Figure 1. Floorplan with the power grid.
Bar = 20 um. Pins as bars on the die edge. Tap cells in grey.
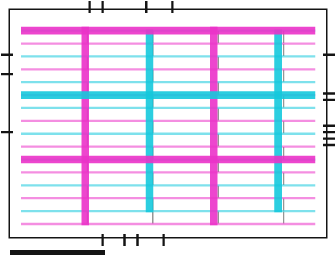
Figure 2. Cell classes on the final placement.
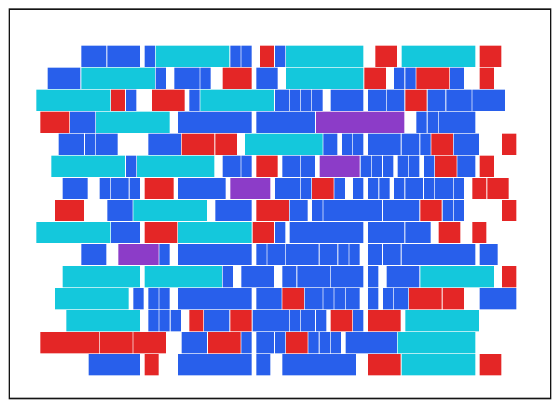
Figure 3. Clock distribution.
Bar = 20 um.
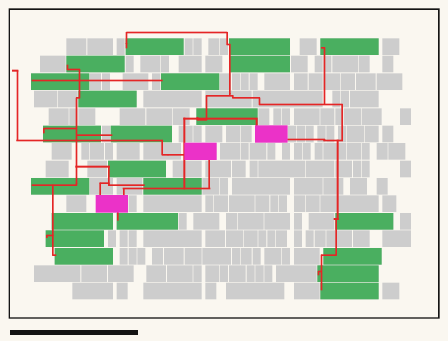
Figure 4. Signal wires by layer.
Bar = 20 um. Only two layers are drawn.
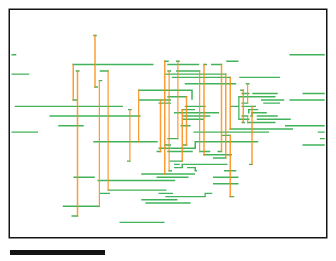
Figure 5. Clock routing.
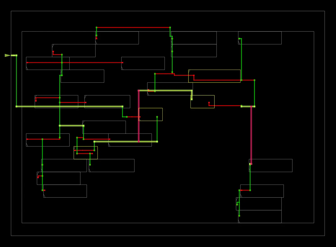
==> config.mk <==
export PLATFORM = sky130hd
export DESIGN_NAME = plusminus_sched
export DESIGN_NICKNAME = d
export VERILOG_FILES = /design/src/rtl/plusminus_sched.sv
export SDC_FILE = /design/constraint.sdc
export NUM_CORES = 1
export LEC_CHECK = 0
export ABC_AREA = 1
export CORE_ASPECT_RATIO = 0.7
export CORE_MARGIN = 2
export CORE_UTILIZATION = 48
export CTS_BUF_LIST = sky130_fd_sc_hd__clkbuf_4 sky130_fd_sc_hd__clkbuf_8 sky130_fd_sc_hd__clkbuf_16
export DETAILED_ROUTE_END_ITERATION = 10
export GPL_TIMING_DRIVEN = 0
export PLACE_DENSITY = 0.81
export SETUP_SLACK_MARGIN = 0.3
export SLEW_MARGIN = 25
export SYNTH_ARGS = -nofsm -noshare
export SYNTH_HDL_FRONTEND = slang
export SYNTH_SLANG_ARGS = --single-unit
==> constraint.sdc <==
create_clock -name clk -period 1.39 [get_ports clk]
set_input_delay 0.278 -clock clk [delete_from_list [all_inputs] [get_ports clk]]
set_output_delay 0.278 -clock clk [all_outputs]
set_load 0.005 [all_outputs]
==> flow_summary_export.csv <==
group,metric,value,unit
run_status,status,"finished, violations left",
run_status,violations,"negative setup slack",
yosys,ys_warn_count,0,
route,firstDrtPassIters,5,
power,switching_power,2.22,mW
global_routing,grt_start_max_net_pins,23,
yosys,yosys-stat-cells,162,
final_layout,utilization,81.6,%
timing,rsz0062_at_grt,"yes",
timing,whs,0.369,ns
critical_path,worst-r2r-setup-slack,-0.18,ns
flow_run,warning_count,37,
clock_tree,cts_hold_buf,0,
power,p_leak,1.03,nW
timing,slew_violations,0,
critical_path,cp.required,1.60,ns
yosys,ys_types,22,
yosys,ys_area,1320,um2
placed_design,post-place-ws,-0.0153,ns
yosys,synth_area,1320,um2
floorplan,io_pins,18,
flow_run,max_cap_viol_count,0,
critical_path,cp-start-kind,"flop",
timing,fin_tns_setup,-0.937,ns
yosys,synth_seq_share,41.7,%
clock_tree,cts_buffer_depth,2,
route,drtIter0Drc,191,
timing,worst_pin_slew,0.499,ns
placed_design,dp.final_hpwl,2080,um
critical_path,critPathArrivalTime,1.78,ns
clock_tree,cts_tree,"built",
critical_path,r2r_cells,9,
yosys,fp_nets,178,
final_layout,diodes,0,
clock_tree,cts_buffers,3,
final_layout,area_growth,56.7,%
timing,hold_viol_final,0,
clock_tree,cts_root_buf,"clkbuf_8",
final_layout,nets,227,
global_routing,overflow,0,
power,power.share.clock,12.7,%
timing,setup_viol,10,
floorplan,die_area,3190,um2
yosys,avgSynthCellArea,8.15,um2
clock_tree,clk_pin_slew_worst_paths,0.09,ns
route,ant_nets,0,
yosys,ys.flops,22,
route,drc_errors,0,
critical_path,crit_type,"flop to flop",
critical_path,crit_path_max_fanout,4,
placed_design,place_area,1610,um2
power,combPwrFrac,66.0,%
timing,slew_headroom,66.7,%
placed_design,port_buffers,17,
power,seqPwrFrac,21.3,%
yosys,synth_cells,162,
power,swShare,46.0,%
timing,finalCriticalPeriod,1.57,ns
global_routing,grt_pass1_vias,1324,
timing,post-route-period-util,113,%
timing,fin_ws,-0.181,ns
global_routing,antenna_found_initial,0,
power,p_int,2.61,mW
worst_hold_path,hp-class,"input port to async pin",
power,power_density,2340,nW/um2
floorplan,fp_util,52.1,%
route,vias_per_cell,6.04,
placed_design,place_congestion,0.945,
final_layout,layout-drive-gt1-share,50.0,%
critical_path,endpoint_kind,"flop",
global_routing,grt_pass1_wl,6290,um
clock_tree,htreeDepth,1,
timing,fmax,0.637,GHz
## Picture notes: Figure 1
magenta -> VSS
cyan -> VDD
met1 rails = 16
signal pins = 18
peak supply drop: 1.43 mV
width of the die: 66.7 um

## Picture notes: Figure 2
red -> remaining buffers and delay cells  # cells 46
cyan -> registers  # cells 22
purple -> clock drivers and dummy loads  # cells 4
blue -> remaining logic cells  # cells 138
final instance area: 2070 um2
core area: 2530 um2
Site Rows: 15

## Picture notes: Figure 3
green -> flip-flops  # count 22
red -> clock wires  # length 293 um
magenta -> clock-net drivers  # count 3
routed clock nets = 4
flops lie = widely spread
Insertion Delay late pin: 0.27 ns
Max Clock Skew: 0.00738 ns

## Picture notes: Figure 4
orange -> M4  # wire length 336 um
green -> M3  # wire length 500 um
gr usage total: 27.6%
vias: 1474
Total Routed Length: 4690 um
DR WL/cell: 19.2 um

## Picture notes: Figure 5
Sink Count: 22
Clock Power: 0.613 mW

## Yosys cell counts
master	instances	area share (%)
xor2_1	5	3.3
buf_6	1	0.85
xnor2_1	2	1.3
nand2_4	1	0.85
nor2_8	2	3.0
nand3_1	9	3.4
or2_2	2	0.95
a21oi_1	4	1.5
o21ai_0	5	1.9
dfrtp_1	22	42
inv_2	2	0.57
o211ai_1	1	0.57
buf_4	1	0.57
nor4_1	2	0.95
nor2_1	8	2.3
nor2_2	3	1.4
nand2_2	1	0.47
nand2_1	57	16
nor2_4	1	0.85
nand4_1	3	1.4
inv_1	19	5.4
ha_1	11	10
## per-layer routing
layer	global-route usage (%)	share of wire, %	vias up
li1	-	-	606
met3	6.59	11	47
met5	0	0	-
met1	31.4	36	673
met4	15.1	7.1	0
met2	49.8	46	148
## power by group through the flow
stage | clock network [mW] | registers (mW) | logic, mW
4_1_cts | 0.609 | 1.00 | 2.56
2_1_floorplan | 0 | 1.03 | 1.37
6_report | 0.613 | 1.03 | 3.19
3_5_place_dp | 0 | 1.06 | 1.88
5_1_grt | 0.644 | 1.03 | 3.37
3_3_place_gp | 0 | 1.05 | 1.80
## placed cells by master (no fill, tap or decap), types with 3 or more instances in the layout
cell	n
ha_4	7
clkdlybuf4s50_1	4
buf_4	19
buf_6	11
inv_4	4
nand2_1	45
o21ai_2	3
nor2_2	3
nand3_1	6
dfrtp_1	15
nand2_4	7
clkbuf_8	3
buf_2	11
nand2_2	7
xor2_1	5
inv_2	4
nor2_1	6
nand4_1	3
dfrtp_2	7
ha_1	4
nor2_4	3
inv_1	10
## what timing repair did
item	4_1_cts	5_1_grt
gates resized	86	28
buffers inserted	22	5
endpoints found under the setup margin	33	24
pin swaps	28	14
## cell type report
| type | count | area [um2] |
|---|---|---|
| clock inverter | 1 | 30.0 |
| buffer | 2 | 22.5 |
| fill | 134 | 465 |
| tap | 34 | 42.5 |
| sequential | 22 | 559 |
| inverter | 21 | 105 |
| multi-input combinational | 117 | 908 |
| timing repair buffer | 44 | 359 |
| clock buffer | 3 | 41.3 |
## cell families after synthesis
kind of cell    share of synthesized area, %
buf+inv                                 7.39
simple gates                            31.8
flops                                   41.7
compound gates                          3.98
xor+xnor                                4.64
fa+ha+maj                               10.4
## worst max-delay path: stages (launching register included)
cell,delay [ns]
dfrtp_2,0.44
buf_12,0.14
inv_8,0.05
ha_4,0.14
nand4_1,0.15
nor2_2,0.20
nand2_1,0.09
nand2_1,0.08
nand2_1,0.10
nand2_1,0.10
## per-stage QoR
stage,cells,total power [mW]
2_1_floorplan,162,2.41
3_3_place_gp,213,2.84
3_5_place_dp,213,2.94
4_1_cts,239,4.17
5_1_grt,244,5.05
6_report,244,4.83
Power and IR drop assume default switching activity.
